### src/rtl/mem_arb_pkg.sv
// Shared types and constants for the core memory-port arbiter.
package mem_arb_pkg;

  localparam int unsigned BE_W = 4;
  localparam logic [BE_W-1:0] BE_FULL = 4'hF;

  typedef enum logic [0:0] {
    IDLE      = 1'b0,
    WAIT_RESP = 1'b1
  } arb_state_t;

  typedef enum logic [1:0] {
    OWN_NONE = 2'd0,
    OWN_I    = 2'd1,
    OWN_D    = 2'd2
  } arb_owner_t;

endpackage

### src/rtl/arb_streak_counter.sv
// Saturating counter of consecutive data grants; flags when the fetch side is owed a slot.
module arb_streak_counter #(
  parameter int unsigned MAX_VAL = 4,
  parameter int unsigned CW      = $clog2(MAX_VAL + 1)
) (
  input  logic clk,
  input  logic rst,
  input  logic inc_i,
  input  logic clr_i,
  output logic at_max_o
);

  logic [CW-1:0] count_q, count_d;

  always_comb begin
    count_d = count_q;
    if (clr_i) begin
      count_d = '0;
    end else if (inc_i && (count_q != CW'(MAX_VAL))) begin
      count_d = count_q + CW'(1);
    end
  end

  always_ff @(posedge clk or posedge rst) begin
    if (rst) begin
      count_q <= '0;
    end else begin
      count_q <= count_d;
    end
  end

  assign at_max_o = (count_q == CW'(MAX_VAL));

endmodule

### src/rtl/mem_port_arbiter.sv
// Shares one memory port between fetch and load/store: data first, bounded data streaks,
// one outstanding transaction, flushed fetch responses are swallowed.
module mem_port_arbiter
  import mem_arb_pkg::*;
#(
  parameter int unsigned xlen        = 32,
  parameter int unsigned MAX_DSTREAK = 4
) (
  input  logic            clk,
  input  logic            rst,
  input  logic            i_req,
  input  logic [xlen-1:0] i_addr,
  input  logic            i_flush,
  output logic            i_gnt,
  output logic            i_rvalid,
  output logic [xlen-1:0] i_rdata,
  input  logic            d_req,
  input  logic            d_we,
  input  logic [BE_W-1:0] d_be,
  input  logic [xlen-1:0] d_addr,
  input  logic [xlen-1:0] d_wdata,
  output logic            d_gnt,
  output logic            d_rvalid,
  output logic [xlen-1:0] d_rdata,
  output logic            m_req,
  output logic            m_we,
  output logic [BE_W-1:0] m_be,
  output logic [xlen-1:0] m_addr,
  output logic [xlen-1:0] m_wdata,
  input  logic            m_gnt,
  input  logic            m_rvalid,
  input  logic [xlen-1:0] m_rdata
);

  arb_state_t state_q, state_d;
  arb_owner_t owner_q, owner_d;
  arb_owner_t lock_sel_q, lock_sel_d;
  logic       lock_q, lock_d;
  logic       kill_q, kill_d;

  arb_owner_t sel_c;
  logic       lock_flush_c;
  logic       streak_max_c;
  logic       streak_inc_c;
  logic       streak_clr_c;

  // Requester selection while idle; a flushed locked fetch is abandoned outright.
  always_comb begin
    sel_c        = OWN_NONE;
    lock_flush_c = lock_q && (lock_sel_q == OWN_I) && i_flush;
    if (lock_q) begin
      sel_c = lock_sel_q;
    end else if (i_req && !i_flush && (!d_req || streak_max_c)) begin
      sel_c = OWN_I;
    end else if (d_req) begin
      sel_c = OWN_D;
    end
    if (lock_flush_c) begin
      sel_c = OWN_NONE;
    end
  end

  // Memory-side request mux and zero-latency grant pass-through.
  always_comb begin
    m_req   = !rst && (state_q == IDLE) && (sel_c != OWN_NONE);
    m_addr  = d_addr;
    m_we    = 1'b0;
    m_be    = BE_FULL;
    m_wdata = '0;
    if (sel_c == OWN_I) begin
      m_addr = i_addr;
    end else if (sel_c == OWN_D) begin
      m_we    = d_we;
      m_be    = d_be;
      m_wdata = d_wdata;
    end
    i_gnt = m_req && m_gnt && (sel_c == OWN_I);
    d_gnt = m_req && m_gnt && (sel_c == OWN_D);
  end

  always_comb begin
    state_d    = state_q;
    owner_d    = owner_q;
    lock_d     = lock_q;
    lock_sel_d = lock_sel_q;
    kill_d     = kill_q;
    case (state_q)
      IDLE: begin
        if (lock_flush_c) begin
          lock_d = 1'b0;
        end else if (m_req) begin
          if (m_gnt) begin
            owner_d = sel_c;
            lock_d  = 1'b0;
            kill_d  = (sel_c == OWN_I) && i_flush;
            state_d = WAIT_RESP;
          end else begin
            lock_d     = 1'b1;
            lock_sel_d = sel_c;
          end
        end
      end
      WAIT_RESP: begin
        if ((owner_q == OWN_I) && i_flush) begin
          kill_d = 1'b1;
        end
        if (m_rvalid) begin
          owner_d = OWN_NONE;
          kill_d  = 1'b0;
          state_d = IDLE;
        end
      end
      default: state_d = IDLE;
    endcase
  end

  always_ff @(posedge clk or posedge rst) begin
    if (rst) begin
      state_q    <= IDLE;
      owner_q    <= OWN_NONE;
      lock_q     <= 1'b0;
      lock_sel_q <= OWN_NONE;
      kill_q     <= 1'b0;
    end else begin
      state_q    <= state_d;
      owner_q    <= owner_d;
      lock_q     <= lock_d;
      lock_sel_q <= lock_sel_d;
      kill_q     <= kill_d;
    end
  end

  // Streak only grows while a fetch is actually waiting behind data.
  assign streak_inc_c = d_gnt && i_req;
  assign streak_clr_c = i_gnt || (d_gnt && !i_req);

  arb_streak_counter #(
    .MAX_VAL (MAX_DSTREAK)
  ) u_streak (
    .clk      (clk),
    .rst      (rst),
    .inc_i    (streak_inc_c),
    .clr_i    (streak_clr_c),
    .at_max_o (streak_max_c)
  );

  assign i_rdata  = m_rdata;
  assign d_rdata  = m_rdata;
  assign i_rvalid = m_rvalid && (owner_q == OWN_I) && !kill_q && !i_flush;
  assign d_rvalid = m_rvalid && (owner_q == OWN_D);

`ifndef SYNTHESIS
  a_no_rvalid_in_idle : assert property (@(posedge clk) disable iff (rst)
    !((state_q == IDLE) && m_rvalid));
  a_dreq_held_when_locked : assert property (@(posedge clk) disable iff (rst)
    (lock_q && (lock_sel_q == OWN_D)) |-> d_req);
`endif

endmodule

### config.mk
export PLATFORM = sky130hd
export DESIGN_NAME = mem_port_arbiter
export DESIGN_NICKNAME = d
export VERILOG_FILES = /design/src/rtl/mem_arb_pkg.sv /design/src/rtl/arb_streak_counter.sv /design/src/rtl/mem_port_arbiter.sv
export SDC_FILE = /design/constraint.sdc
export NUM_CORES = 1
export LEC_CHECK = 0
export ABC_AREA = 1
export CORE_AREA = 2 2 109 111
export DETAILED_ROUTE_END_ITERATION = 16
export DIE_AREA = 0 0 111 113
export GPL_ROUTABILITY_DRIVEN = 0
export RECOVER_POWER = 25
export SYNTH_ARGS = -nofsm -noshare
export SYNTH_HDL_FRONTEND = slang
export SYNTH_HIERARCHICAL = 1
export SYNTH_SLANG_ARGS = --single-unit
### constraint.sdc
create_clock -name clk -period 3.45 [get_ports clk]
set_input_delay 0.5175 -clock clk [delete_from_list [all_inputs] [get_ports clk]]
set_output_delay 0.5175 -clock clk [all_outputs]
set_load 0.05 [all_outputs]
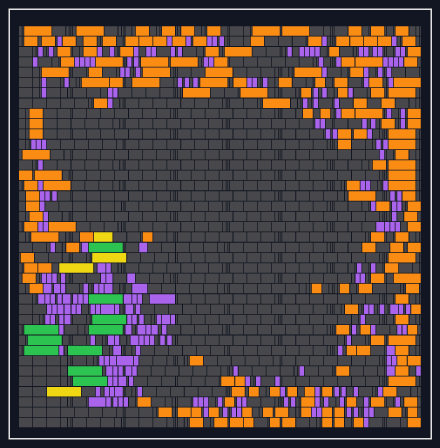
Figure 1: placed cells, one colour a class.
Fill, decap, tap and diode cells in grey.
legend:
  purple:
    class: combinational and other logic
    cells: 262
  green:
    class: sequential cells
    cells: 10
  orange:
    class: remaining buffers and delay cells
    cells: 183
  yellow:
    class: clock drivers and dummy loads
    cells: 4
cell row count: 39
Finished Cell Area: 0.00372 mm2
Final Core Density: 33.0%
Seq area share: 6.72%
Core Region: 0.0113 mm2

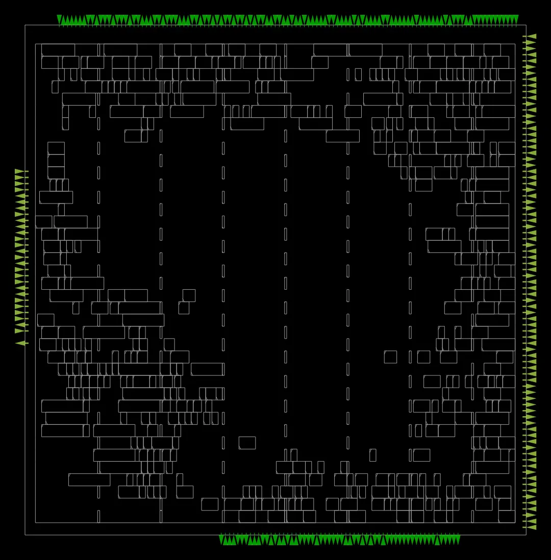
Figure 2: placed standard cells.
seq_cells: 10
Final Non-Filler Cells: 602
fillcell total: 1241
n_taps: 143

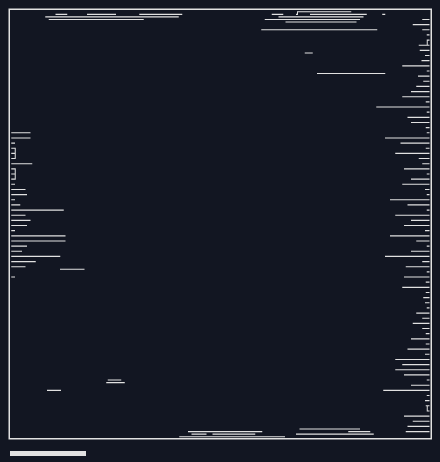
Figure 3: the metal 3 layer.
Bar = 20 um.
main direction: horizontal
nets with wire on the layer: 117
wire length on this layer: 779 um
share of all routed wire: 11%
longest straight run: 35.0 um
DR vias: 2301
GR Util met3: 4.45%
Routed WL: 7.33 mm

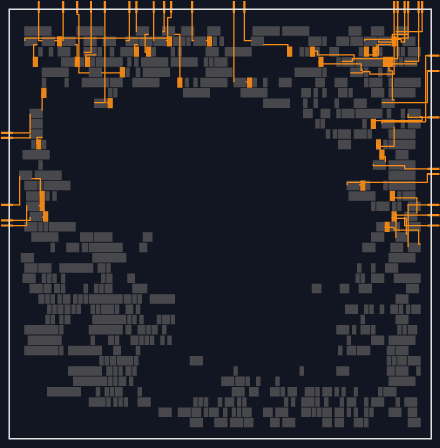
Figure 4: wires at chosen ports, followed through buffers.
legend:
  orange:
    port: d_addr
    bits: 32
    direction: input
    end_cells: 32
    buffers: 32
    wire: 686 um
# IOs: 278
PortBufs: 181

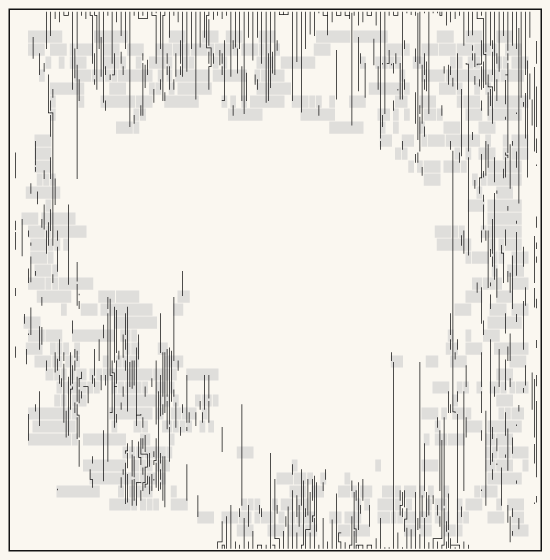
Figure 5: met2 routing.
Cells faint in the background.
main direction: vertical
longest straight run: 54.6 um
wire length on this layer: 3360 um
nets with wire on the layer: 484
share of all routed wire: 46%
met2 GRT Util: 18.3%

==> flow_summary_export.csv <==
group,metric,value,unit
power,power.leakage,0.00199,uW
power,clock_net_power,226,uW
global_route,overflow,0,
sta,drv_slew,0,
clocking,cts.repair.resized,0,
final_layout,lay_top_count,"nand2_1",
logic_synthesis,async_flop_share,100,%
sta,period_used_share,86.7,%
clocking,cts_made_buffers,3,
final_layout,nNetsFinal,602,
power,powerSeq,205,uW
clocking,clk_path_buf_depth,2,
clocking,cts_tree,"yes",
clocking,cts_num_sinks,10,
logic_synthesis,yosysMostFrequentCell,"nand2_1",
critical_path,worstPathArrival,2.48,ns
sta,max_freq,0.334,GHz
drt,wire_per_inst,12.2,um
run,max-cap-violations,0,
drt,detail_route.first_pass.iterations,4,
critical_path,crit_path_start_kind,"input pin",
logic_synthesis,yosys_warnings,6,
logic_synthesis,top_area_share,26.3,%
final_layout,layout_top_cells,"nand2_1, clkdlybuf4s50_1, inv_1",
critical_path,critical_path_class,"in -> out",
outcome,status,"completed",
global_route,grt_pass1_vias,2308,
logic_synthesis,ys_cells,345,
==> per-layer routing <==
layer / vias to the layer above / routed length, um / track usage [%]
met5: - / 0 / 0
met4: 0 / 175 / 3.00
met3: 20 / 779 / 4.45
met2: 143 / 3360 / 18.3
met1: 981 / 3010 / 13.9
li1: 1157 / - / -
==> critical path, cell delays in order <==
cell             delay (ns)
clkdlybuf4s50_1        0.50
nor2_2                 0.16
nand2_1                0.09
a21boi_4               0.26
inv_1                  0.07
nand4_1                0.12
inv_1                  0.06
clkdlybuf4s50_1        0.69
==> worst paths after layout <==
kind	startpoint	endpoint	cells past startpoint
worst max-delay path	i_flush	d_gnt	8
worst min-delay path	owner_q[1]$_DFFE_PP0P_	owner_q[1]$_DFFE_PP0P_	2
worst max register to register	u_streak/count_q[0]$_DFFE_PP0P_	u_streak/count_q[0]$_DFFE_PP0P_	15
worst min register to register	owner_q[1]$_DFFE_PP0P_	owner_q[1]$_DFFE_PP0P_	2
max in group asynchronous	rst	owner_q[0]$_DFFE_PP0P_	2
min in group asynchronous	rst	u_streak/count_q[0]$_DFFE_PP0P_	2
==> layout make-up <==
cell class | instances | area (um2) | share of cell area, %
multi-input combinational | 201 | 860 | 23.1
tap | 143 | 179 | 4.81
timing repair buffer | 183 | 2110 | 56.8
sequential | 10 | 250 | 6.72
inverter | 61 | 231 | 6.22
clock buffer | 4 | 88.8 | 2.39
==> flip-flops by register name, summed over array words and instances (netlist names) <==
register	cells
state_q	1
lock_sel_q	2
kill_q	1
owner_q	2
lock_q	1
u_streak/count_q	3
==> kinds of logic (layout without fill, tap and decap cells) <==
logic type	count (synthesis)	in the layout	synth area share, %
buffers and inverters	134	248	42.0
AND-OR/OR-AND	5	5	2.03
adder cells (fa/ha/maj)	2	2	1.31
flip-flops	10	10	13.1
AND/OR/NAND/NOR	194	194	41.6
No activity file was given, so power comes from the tool's default toggle rates.
